`src/rtl/apb3_drive_master.sv`:
```
// APB3 initiator for the dual H-bridge slave. One accepted drive command is
// expanded into an ordered list of register writes (speed-zero before any
// direction reversal, then both directions, then both speeds) and issued as
// standard SETUP/ACCESS transfers. Completion, slave error and PREADY timeout
// are reported with a one-cycle done pulse.
module apb3_drive_master #(
  parameter logic [31:0] BASE_ADDR      = 32'h4005_0000,
  parameter int unsigned TIMEOUT_CYCLES = 16
) (
  input  logic        PCLK,
  input  logic        PRESET,
  input  logic        cmd_valid,
  output logic        cmd_ready,
  input  logic        cmd_m1_dir,
  input  logic        cmd_m2_dir,
  input  logic [7:0]  cmd_m1_speed,
  input  logic [7:0]  cmd_m2_speed,
  output logic        PSEL,
  output logic        PENABLE,
  output logic        PWRITE,
  output logic [31:0] PADDR,
  output logic [31:0] PWDATA,
  input  logic        PREADY,
  input  logic        PSLVERR,
  output logic        busy,
  output logic        done,
  output logic        err,
  output logic        timeout
);

  localparam int WW = $clog2(TIMEOUT_CYCLES + 1);
  localparam logic [WW-1:0] WAIT_LIM = WW'(TIMEOUT_CYCLES);

  localparam logic [1:0] S_IDLE   = 2'd0;
  localparam logic [1:0] S_SETUP  = 2'd1;
  localparam logic [1:0] S_ACCESS = 2'd2;
  localparam logic [1:0] S_DONE   = 2'd3;

  // Write-list slots, issued lowest index first:
  //   0: M1 speed zero   1: M2 speed zero   2: M1 dir   3: M2 dir
  //   4: M1 speed        5: M2 speed
  function automatic logic [2:0] first_entry(input logic [5:0] mask);
    logic [2:0] idx;
    idx = 3'd0;
    for (int i = 5; i >= 0; i--) begin
      if (mask[i]) idx = 3'(i);
    end
    return idx;
  endfunction

  function automatic logic [31:0] entry_addr(input logic [2:0] idx);
    logic [31:0] off;
    case (idx)
      3'd0, 3'd4: off = 32'h8;
      3'd1, 3'd5: off = 32'hC;
      3'd2:       off = 32'h0;
      default:    off = 32'h4;
    endcase
    return BASE_ADDR + off;
  endfunction

  function automatic logic [31:0] entry_data(input logic [2:0] idx, input logic d1,
                                             input logic d2, input logic [7:0] s1,
                                             input logic [7:0] s2);
    logic [31:0] v;
    case (idx)
      3'd2:    v = {31'd0, d1};
      3'd3:    v = {31'd0, d2};
      3'd4:    v = {24'd0, s1};
      3'd5:    v = {24'd0, s2};
      default: v = 32'd0;
    endcase
    return v;
  endfunction

  logic [1:0]    state_q, state_d;
  logic [5:0]    pend_q, pend_d;
  logic          dir1_q, dir1_d, dir2_q, dir2_d;
  logic [7:0]    spd1_q, spd1_d, spd2_q, spd2_d;
  logic          m1_dir_q, m1_dir_d, m2_dir_q, m2_dir_d;
  logic [WW-1:0] wait_q, wait_d;
  logic          psel_q, psel_d, penable_q, penable_d, pwrite_q, pwrite_d;
  logic [31:0]   paddr_q, paddr_d, pwdata_q, pwdata_d;
  logic          ready_q, ready_d, busy_q, busy_d, done_q, done_d;
  logic          err_q, err_d, timeout_q, timeout_d;

  logic [2:0]    cur_idx, nxt_idx, acc_idx;
  logic [5:0]    nxt_mask, acc_mask;
  logic [WW-1:0] wait_inc;
  logic          finish;

  // Next-state logic: accept, sequence through the write list, terminate.
  always_comb begin
    state_d   = state_q;
    pend_d    = pend_q;
    dir1_d    = dir1_q;
    dir2_d    = dir2_q;
    spd1_d    = spd1_q;
    spd2_d    = spd2_q;
    m1_dir_d  = m1_dir_q;
    m2_dir_d  = m2_dir_q;
    wait_d    = wait_q;
    psel_d    = psel_q;
    penable_d = penable_q;
    pwrite_d  = pwrite_q;
    paddr_d   = paddr_q;
    pwdata_d  = pwdata_q;
    ready_d   = ready_q;
    busy_d    = busy_q;
    done_d    = 1'b0;
    err_d     = err_q;
    timeout_d = timeout_q;
    finish    = 1'b0;

    cur_idx  = first_entry(pend_q);
    nxt_mask = pend_q & ~(6'd1 << cur_idx);
    nxt_idx  = first_entry(nxt_mask);
    acc_mask = {4'b1111, cmd_m2_dir != m2_dir_q, cmd_m1_dir != m1_dir_q};
    acc_idx  = first_entry(acc_mask);
    wait_inc = wait_q + WW'(1);

    case (state_q)
      S_IDLE, S_DONE: begin
        state_d = S_IDLE;
        if (cmd_valid) begin
          dir1_d    = cmd_m1_dir;
          dir2_d    = cmd_m2_dir;
          spd1_d    = cmd_m1_speed;
          spd2_d    = cmd_m2_speed;
          pend_d    = acc_mask;
          paddr_d   = entry_addr(acc_idx);
          pwdata_d  = entry_data(acc_idx, cmd_m1_dir, cmd_m2_dir, cmd_m1_speed, cmd_m2_speed);
          psel_d    = 1'b1;
          penable_d = 1'b0;
          pwrite_d  = 1'b1;
          ready_d   = 1'b0;
          busy_d    = 1'b1;
          err_d     = 1'b0;
          timeout_d = 1'b0;
          wait_d    = '0;
          state_d   = S_SETUP;
        end
      end
      S_SETUP: begin
        penable_d = 1'b1;
        wait_d    = '0;
        state_d   = S_ACCESS;
      end
      S_ACCESS: begin
        if (PREADY) begin
          if (PSLVERR) begin
            err_d  = 1'b1;
            finish = 1'b1;
          end else begin
            // Shadow tracks the slave only once its dir write has landed.
            if (cur_idx == 3'd2) m1_dir_d = dir1_q;
            if (cur_idx == 3'd3) m2_dir_d = dir2_q;
            if (nxt_mask == 6'd0) begin
              finish = 1'b1;
            end else begin
              pend_d    = nxt_mask;
              paddr_d   = entry_addr(nxt_idx);
              pwdata_d  = entry_data(nxt_idx, dir1_q, dir2_q, spd1_q, spd2_q);
              penable_d = 1'b0;
              state_d   = S_SETUP;
            end
          end
        end else if (wait_inc == WAIT_LIM) begin
          timeout_d = 1'b1;
          finish    = 1'b1;
        end else begin
          wait_d = wait_inc;
        end
      end
      default: state_d = S_IDLE;
    endcase

    if (finish) begin
      psel_d    = 1'b0;
      penable_d = 1'b0;
      pwrite_d  = 1'b0;
      pend_d    = 6'd0;
      ready_d   = 1'b1;
      busy_d    = 1'b0;
      done_d    = 1'b1;
      state_d   = S_DONE;
    end
  end

  // State and registered outputs; reset drops the bus at once and forgets the command.
  always_ff @(posedge PCLK or posedge PRESET) begin
    if (PRESET) begin
      state_q   <= S_IDLE;
      pend_q    <= 6'd0;
      dir1_q    <= 1'b0;
      dir2_q    <= 1'b0;
      spd1_q    <= 8'd0;
      spd2_q    <= 8'd0;
      m1_dir_q  <= 1'b0;
      m2_dir_q  <= 1'b0;
      wait_q    <= '0;
      psel_q    <= 1'b0;
      penable_q <= 1'b0;
      pwrite_q  <= 1'b0;
      paddr_q   <= 32'd0;
      pwdata_q  <= 32'd0;
      ready_q   <= 1'b1;
      busy_q    <= 1'b0;
      done_q    <= 1'b0;
      err_q     <= 1'b0;
      timeout_q <= 1'b0;
    end else begin
      state_q   <= state_d;
      pend_q    <= pend_d;
      dir1_q    <= dir1_d;
      dir2_q    <= dir2_d;
      spd1_q    <= spd1_d;
      spd2_q    <= spd2_d;
      m1_dir_q  <= m1_dir_d;
      m2_dir_q  <= m2_dir_d;
      wait_q    <= wait_d;
      psel_q    <= psel_d;
      penable_q <= penable_d;
      pwrite_q  <= pwrite_d;
      paddr_q   <= paddr_d;
      pwdata_q  <= pwdata_d;
      ready_q   <= ready_d;
      busy_q    <= busy_d;
      done_q    <= done_d;
      err_q     <= err_d;
      timeout_q <= timeout_d;
    end
  end

  assign cmd_ready = ready_q;
  assign busy      = busy_q;
  assign done      = done_q;
  assign err       = err_q;
  assign timeout   = timeout_q;
  assign PSEL      = psel_q;
  assign PENABLE   = penable_q;
  assign PWRITE    = pwrite_q;
  assign PADDR     = paddr_q;
  assign PWDATA    = pwdata_q;

endmodule

```
`config.mk`:
```
export PLATFORM = sky130hd
export DESIGN_NAME = apb3_drive_master
export DESIGN_NICKNAME = d
export VERILOG_FILES = /design/src/rtl/apb3_drive_master.sv
export SDC_FILE = /design/constraint.sdc
export NUM_CORES = 1
export LEC_CHECK = 0
export CAP_MARGIN = 20
export CORE_MARGIN = 2
export CORE_UTILIZATION = 51
export CTS_CLUSTER_SIZE = 25
export DETAILED_ROUTE_END_ITERATION = 10
export PLACE_DENSITY = 0.92
export REMOVE_ABC_BUFFERS = 1
export SLEW_MARGIN = 30
export SYNTH_ARGS = -nofsm -noshare
export SYNTH_HDL_FRONTEND = slang
export SYNTH_SLANG_ARGS = --single-unit
```
`constraint.sdc`:
```
create_clock -name PCLK -period 4.6 [get_ports PCLK]
set_input_delay 0.46 -clock PCLK [delete_from_list [all_inputs] [get_ports PCLK]]
set_output_delay 0.46 -clock PCLK [all_outputs]
set_load 0.005 [all_outputs]
```
**Run 1: where the registers sit**

Scale bar: 20 µm. Other sequential cells in the stronger grey, the rest of the logic in the fainter grey.
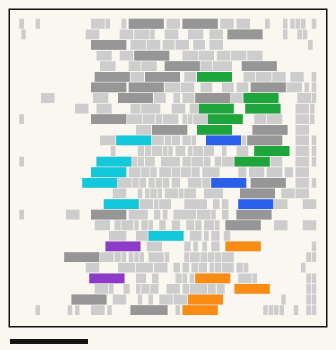
- blue: PADDR (placed flops 3)
- cyan: pend_q (placed flops 6)
- purple: state_q (placed flops 2)
- orange: wait_q (placed flops 5)
- green: PWDATA (placed flops 8)

**Run 1: placement view**

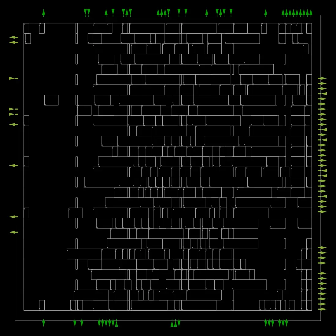
n_taps: 75
Flop Count: 50
sequential share of cell area: 38.0%

**Run 1: cell density map**

8 x 8 tiles, from white (low) to dark blue (high), 0 to 100% covered.
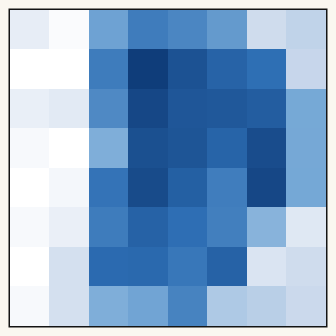
- mean over tiles: 49%
- fullest tile: 95%
- nearly empty tiles: 7.8%
- tiles over 75% full: 28%
post-layout util: 56.7%
core area: 0.00582 mm²
fp_density: 52.1%

**Run 1: the metal 3 layer**

Scale bar: 20 µm.
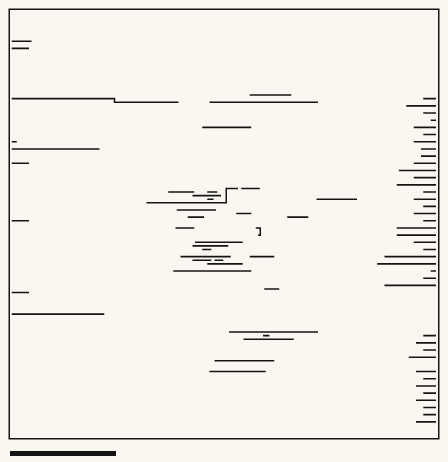
- share of all routed wire: 7.6%
- nets with wire on the layer: 69
- longest straight run: 20.2 µm
- main direction: horizontal
vias post-DR: 2168
detailed-route wire length: 5730 µm

## run 1: cell families (layout without fill, tap and decap cells)
kind of cell / count (synthesis) / in the layout / synth area share, %
compound gates: 63 / 63 / 15.2
xor+xnor: 3 / 3 / 0.868
fa+ha+maj: 4 / 4 / 1.65
buf+inv: 81 / 63 / 19.2
flops: 50 / 50 / 41.4
mux: 26 / 26 / 9.55
other cells: 1 / 51 / 0.124
simple gates: 66 / 66 / 12.1
## run 1: path summary, 6_finish.rpt
path | endpoint | start | slack [ns]
worst min register to register | cmd_ready$_DFFE_PP1P_ | cmd_ready$_DFFE_PP1P_ | 0.46
worst min-delay path | cmd_ready$_DFFE_PP1P_ | cmd_ready$_DFFE_PP1P_ | 0.46
worst max register to register | PWDATA[0]$_DFFE_PP0P_ | state_q[0]$_DFFE_PP0P_ | 2.07
min in group asynchronous | PWDATA[6]$_DFFE_PP0P_ | PRESET | 0.58
max in group asynchronous | pend_q[2]$_DFFE_PP0P_ | PRESET | 3.61
worst max-delay path | PWDATA[0]$_DFFE_PP0P_ | state_q[0]$_DFFE_PP0P_ | 2.07
## run 1: worst min-delay path, delay by kind of cell (launching register included)
kind             cells  cell delay, ns
flip-flops           1            0.37
AND/OR/NAND/NOR      2            0.09
## run 1: registers in the layout, summed over array words and instances, names as in the netlist, 2 cells and up
| signal | flops |
|---|---|
| wait_q | 5 |
| state_q | 2 |
| spd1_q | 8 |
| PADDR | 3 |
| spd2_q | 8 |
| PWDATA | 8 |
| pend_q | 6 |
## run 1: layout make-up
type | count | area share, %
clock buffers | 5 | 2.09
multi-input cells | 213 | 41.9
clock inverters | 3 | 0.645
repair buffers | 43 | 13.1
inverters | 12 | 1.44
well taps | 75 | 2.85
flip-flops and latches | 50 | 38.0
## run 1: stage by stage
step           cells  setup slack, ns
4_1_cts          401             2.08
6_report         401             2.07
3_5_place_dp     393             1.85
2_1_floorplan    275             2.34
3_3_place_gp     393             1.91
5_1_grt          401             1.90
## run 1: layout by cell type (no fill, tap or decap), types with 4 or more instances in the layout
master / synthesis / layout
nand3_1: 8 / 8
ha_1: 4 / 4
nor2_1: 13 / 13
a21oi_1: 13 / 13
nor3_1: 5 / 5
conb_1: 1 / 51
nand2_1: 15 / 15
a31oi_1: 4 / 4
a22o_1: 14 / 14
clkdlybuf4s50_1: 0 / 43
mux2_2: 23 / 23
dfrtp_1: 49 / 49
clkbuf_8: 4 / 5
inv_1: 12 / 11
o21ai_0: 11 / 11
nand2b_1: 4 / 4
## run 1: where the power goes
group	internal, mW	switching (mW)
Clock	0.107	0.147
Combinational	0.406	0.412
Sequential	0.604	0.149
Total	1.12	0.708
## run 1: metal layers
| layer | GRT usage, % | share of wire, % | vias up |
|---|---|---|---|
| li1 | - | - | 993 |
| met1 | 21.8 | 41 | 1061 |
| met2 | 30.0 | 50 | 103 |
| met3 | 4.56 | 7.6 | 11 |
| met4 | 5.42 | 1.4 | 0 |
| met5 | 0 | 0 | - |
==> impl_metrics.tcl, run 1 <==
# collected from the flow reports
set metrics [dict create \
    status "finished, final reports clean" \
    drv_cap 0 \
    cts.sinks 50 \
    cts_resized 0 \
    critPathTopFamily "simple AND/OR/NAND/NOR gates" \
    drcViolationCount 0 \
    grt_pass1_wl_um 9070 \
    diodes 0 \
    crit_path_top_delay_cell "nor4_2" \
    final_area_mm2 0.00330 \
    setup_viol 0 \
    syn_area_mm2 0.00303 \
    drtPass1Iterations 5 \
    synth_cells 294 \
    critical_path_class "register to register" \
    period_used_pct 54.9 \
    path_cells "inv_1 -> ha_1 -> inv_1 -> nand3_1 -> o31a_2 -> nor4_2 -> a221o_1" \
    vias_per_cell 5.41 \
    cp-end-kind "register" \
    flop_cell "dfrtp_1" \
    wl_per_cell_um 14.3 \
    leakage_nw 1.47 \
    powerDensity_mw_per_mm2 554 \
    rsz0062_at_grt "no" \
    clock.fmax_mhz 396 \
    synth-edff-count 0 \
    ff2ff_path_depth 7 \
    fin_skew_ns 0.00850 \
    io_pins 95 \
    place_congestion 0.877 \
    post-route-min-period_ns 2.53 \
    placed_area_mm2 0.00321 \
    seqCellArea_mm2 0.00125 \
    antenna_found_initial 0 \
    fin_tns_setup_ns 0 \
    nNetsFinal 352 \
    final_antenna_net_count 0 \
    num_rows 28 \
    arrival_ns 2.78 \
    synth_flops 50 \
    cts-htree-levels 2 \
    synth_seq_share_pct 41.4 \
    die_h_um 81.1 \
    min_delay_path_depth 2 \
    die_w_um 81.1 \
    logic_area_mm2 0.00138 \
    top_cells_by_area "dfrtp_1, buf_4, mux2_2" \
    dp_hpwl_um 4120 \
    path_buffers 2 \
    path_depth 7 \
    grt.overflow.total 0 \
    grt_use_total_pct 17.6 \
    fillCellCount 500 \
    drt_iter0_drc 254 \
    min_path_type "register to register" \
    crit_top_cell "inv_1" \
    portBuffers 43 \
    required_ns 4.85 \
    ys_top_cells_by_count "buf_4, dfrtp_1, mux2_2" \
    clock_latency_ns 0.31 \
    yosysMostFrequentCell "buf_4" \
    whs_ns 0.459 \
    chip_area_mm2 0.00657 \
    ys_cells 294 \
    slew_violations 0 \
    worst_path_largest_cell_delay_ns 0.59 \
    slew_headroom_pct 39.8 \
    path_clk_slew_ns 0.09 \
    area_growth_pct 8.84 \
    startpoint_type "register" \
    ys_async_sr_fraction_pct 100 \
    cp_max_fo 17 \
    peakVddDrop_mv 0.191 \
    post_cts_buffers 0 \
    clock_path_buffers 2 \
    ys.warnings.count 0 \
    cts_hold_buf 0 \
    drive_gt1_share_pct 13.8 \
    synth_cell_types 57 \
    grt_pass1_vias 1971 \
    ys_area_mm2 0.00303 \
    cts_made_buffers 5 \
    syn-mean-instance-area_um2 10.3 \
    p_total_mw 1.83 \
    cts-root-buf "clkbuf_8" \
    top_area_cell "dfrtp_1" \
    warnings 27 \
    grt_max_degree 51 \
    tightest_slew_ns 0.901 \
    hold_viol 0 \
    top_area_share_pct 40.5 \
    cts_tree "built" \
]
**Run 1: placed cells, one colour a class**

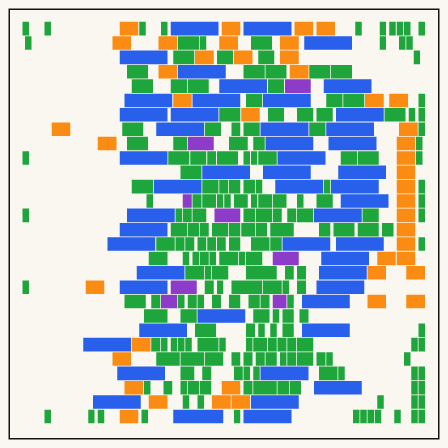

==> run 1 -> run 2 <==
Settings changed: CORE_UTILIZATION 51 to 42, PLACE_DENSITY 0.92 to 0.81.
Clock period 4.6 ns to 2.2 ns, I/O delays scaled along.
**Run 2: placed cells, one colour a class**

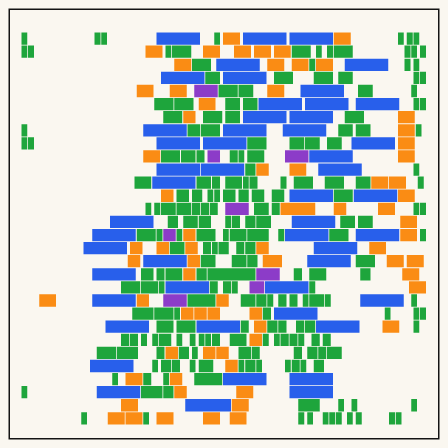
- orange: remaining buffers and delay cells (cells 71; share of their area 19%)
- purple: clock drivers and dummy loads (cells 8; share of their area 2.7%)
- blue: sequential cells (cells 50; share of their area 36%)
- green: combinational and other logic (cells 225; share of their area 42%)

**Run 2: cell density map**

9 x 9 tiles, from white (low) to dark blue (high), 0 to 100% covered.
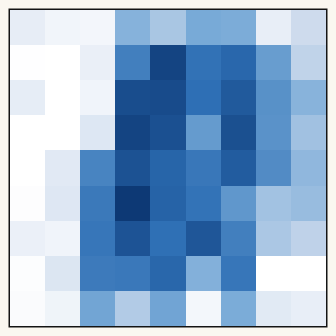
- mean over tiles: 44%
- fullest tile: 96%
- emptiest ninth of the die: top left
- nearly empty tiles: 12%
- densest ninth of the die: middle
- tiles over 75% full: 20%

**Run 2: the metal 3 layer**

Scale bar: 20 µm.
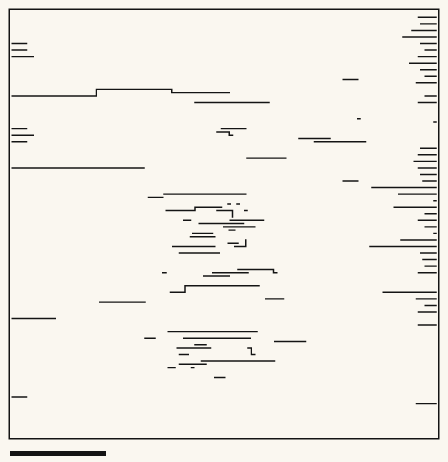
- wire length on this layer: 561 µm
- main direction: horizontal
detailed-route wire length: 6690 µm
M3 GR Usage: 4.34%
vias post-DR: 2333

==> run 2 against run 1 <==
Synthesized cell count is the same. Power grew 130%. Final cell count grew 12%. Critical endpoint is now pend_q[3]$_DFFE_PP0P_. The flow now finishes with violations (negative setup slack).
==> impl_metrics.tcl, run 2 <==
# collected from the flow reports
set metrics [dict create \
    synth_flops 50 \
    diodes 0 \
    xor_share_pct 0.868 \
    setup_viol 2 \
    top_cells_by_area "dfrtp_1, buf_4, mux2_2" \
    r2r_start "pend_q[2]$_DFFE_PP0P_" \
    min_path_type "primary input to async pin" \
    die_h_um 88.9 \
    compound_area_share_pct 15.2 \
    slew_headroom_pct 63.9 \
    grt_max_degree 28 \
    num_rows 30 \
    reg2reg_to "pend_q[3]$_DFFE_PP0P_" \
    rrSetupSlack_ns -0.04 \
    p_total_mw 4.17 \
    status "finished with violations" \
    wl_per_cell_um 14.9 \
    grt.overflow.total 0 \
    cts.sinks 50 \
    ys_area_mm2 0.00303 \
    portBuffers 43 \
    fp-utilization_pct 44.1 \
    powerDensity_mw_per_mm2 1170 \
    fin_ws_ns -0.0407 \
    clock.fmax_mhz 446 \
    final_cells 450 \
    slew_violations 0 \
    ff2ff_path_depth 8 \
    place_congestion 0.920 \
    final_area_mm2 0.00358 \
    cts_hold_buf 0 \
    grt_use_total_pct 17.0 \
    arrival_ns 2.44 \
    cts-htree-levels 2 \
    synth_cell_types 57 \
    crit_end "pend_q[3]$_DFFE_PP0P_" \
    synth-edff-count 0 \
    crit_start "pend_q[2]$_DFFE_PP0P_" \
    cp_max_fo 5 \
    startpoint_type "register" \
    core_area_mm2 0.00687 \
    syn-mean-instance-area_um2 10.3 \
    ys_sh_simple_pct 12.1 \
    antenna_found_initial 0 \
    vias_per_cell 5.18 \
    leakage_nw 1.63 \
    synth_cells 294 \
    grt_pass1_vias 2162 \
    drcViolationCount 0 \
    syn_area_mm2 0.00303 \
    cts_made_buffers 5 \
    dpl.cell_count 439 \
    hold_viol 0 \
    warnings 28 \
    clock_path_buffers 2 \
    path_clk_slew_ns 0.10 \
    fin_tns_setup_ns -0.0803 \
    violations "negative setup slack" \
    rsz0062_at_grt "yes" \
    ys_cells 294 \
    chip_area_mm2 0.00790 \
    flop_cell "dfrtp_1" \
    final_layout_top_logic_cell "conb_1" \
    cts_tree "built" \
    fillCellCount 595 \
    critical_path_class "register to register" \
    clock_latency_ns 0.31 \
    drtPass1Iterations 4 \
    top_area_share_pct 40.5 \
    cts-root-buf "clkbuf_8" \
    mux_area_share_pct 9.55 \
    peakVddDrop_mv 0.362 \
    nNetsFinal 380 \
    required_ns 2.40 \
    ys_async_sr_fraction_pct 100 \
    drv_cap 0 \
    fin_skew_ns 0.0128 \
    fa_ha_area_share_pct 1.65 \
    io_pins 95 \
    cp-end-kind "register" \
    top_area_cell "dfrtp_1" \
    post-route-min-period_ns 2.24 \
    grt_pass1_wl_um 10200 \
    ys_top_cells_by_count "buf_4, dfrtp_1, mux2_2" \
    die_w_um 88.9 \
    drt_iter0_drc 206 \
    drive_gt1_share_pct 21.8 \
    tightest_slew_ns 0.541 \
    dp_hpwl_um 4820 \
    placed_area_mm2 0.00343 \
    yosysMostFrequentCell "buf_4" \
    logic_family "buffers and inverters" \
    final_antenna_net_count 0 \
    area_growth_pct 18.3 \
    final_cell_mix "conb_1, dfrtp_1, clkdlybuf4s50_1" \
    synth_seq_share_pct 41.4 \
    period_used_pct 102 \
    ys.warnings.count 0 \
]
==> run 2: cell counts after synthesis <==
No cell type changed its count.
==> run 2: worst min path at each step <==
stage,from,to,slack [ns],cells after the start
CTS,PRESET,PWDATA[6]$_DFFE_PP0P_,0.28,2
global placement,cmd_ready$_DFFE_PP1P_,cmd_ready$_DFFE_PP1P_,0.47,2
global route,PRESET,PWDATA[6]$_DFFE_PP0P_,0.31,2
floorplan,cmd_valid,busy$_DFFE_PP0P_,0.37,2
finish,PRESET,PWDATA[6]$_DFFE_PP0P_,0.26,2
detailed placement,cmd_ready$_DFFE_PP1P_,cmd_ready$_DFFE_PP1P_,0.47,2
==> run 2: critical path, stage by stage (launching register included) <==
cell and delay, ns:
dfrtp_1 0.44, or3_4 0.38, a211o_1 0.28, o41ai_4 0.08
nor3_4 0.10, or3_4 0.43, inv_4 0.09, nor3_1 0.06
a211o_2 0.28
==> run 2: layout make-up <==
class	count	area, µm²	share of cell area [%]
Sequential cell	50	1250	35.0
Multi-Input combinational cell	213	1410	39.4
Tap cell	96	120	3.35
Clock buffer	5	68.8	1.92
Inverter	12	47.5	1.33
Clock inverter	3	23.8	0.664
Timing Repair Buffer	71	657	18.3
==> run 2: through the flow <==
stage               worst slack [ns]  hold slack [ns]  utilization [%]
finish                       -0.0407            0.261             52.1
global route                  -0.116            0.310             52.1
CTS                          0.00284            0.279             51.6
detailed placement           -0.0631            0.467             49.9
global placement             0.00896            0.467             49.9
floorplan                    -0.0551            0.370                -
==> run 2: power breakdown <==
| part | leakage [nW] | switching (mW) | total, mW | internal, mW |
|---|---|---|---|---|
| Combinational | 0.978 | 1.07 | 2.12 | 1.05 |
| Clock | 0.0408 | 0.326 | 0.554 | 0.228 |
| Sequential | 0.614 | 0.232 | 1.50 | 1.26 |
==> run 2: cells by family after synthesis <==
family                     Yosys count
other                                1
AOI/OAI and AO/OA                   63
muxes                               26
adders and majority gates            4
DFF                                 50
xor gates and xnor gates             3
and+or+nand+nor                     66
buffers and inverters               81
==> run 2: routing by layer <==
metal / global-route usage [%] / vias up / wire (µm)
met5: 0 / - / 0
met2: 28.7 / 129 / 3460
li1: - / 1053 / -
met3: 4.34 / 23 / 561
met4: 7.02 / 0 / 157
met1: 20.6 / 1128 / 2510
==> run 2: what timing repair did <==
item | CTS | global route
endpoints found under the setup margin | 5 | 14
buffers inserted | 1 | 2
pin swaps | 7 | 0
resized | 3 | 5
Power and IR drop assume default switching activity.
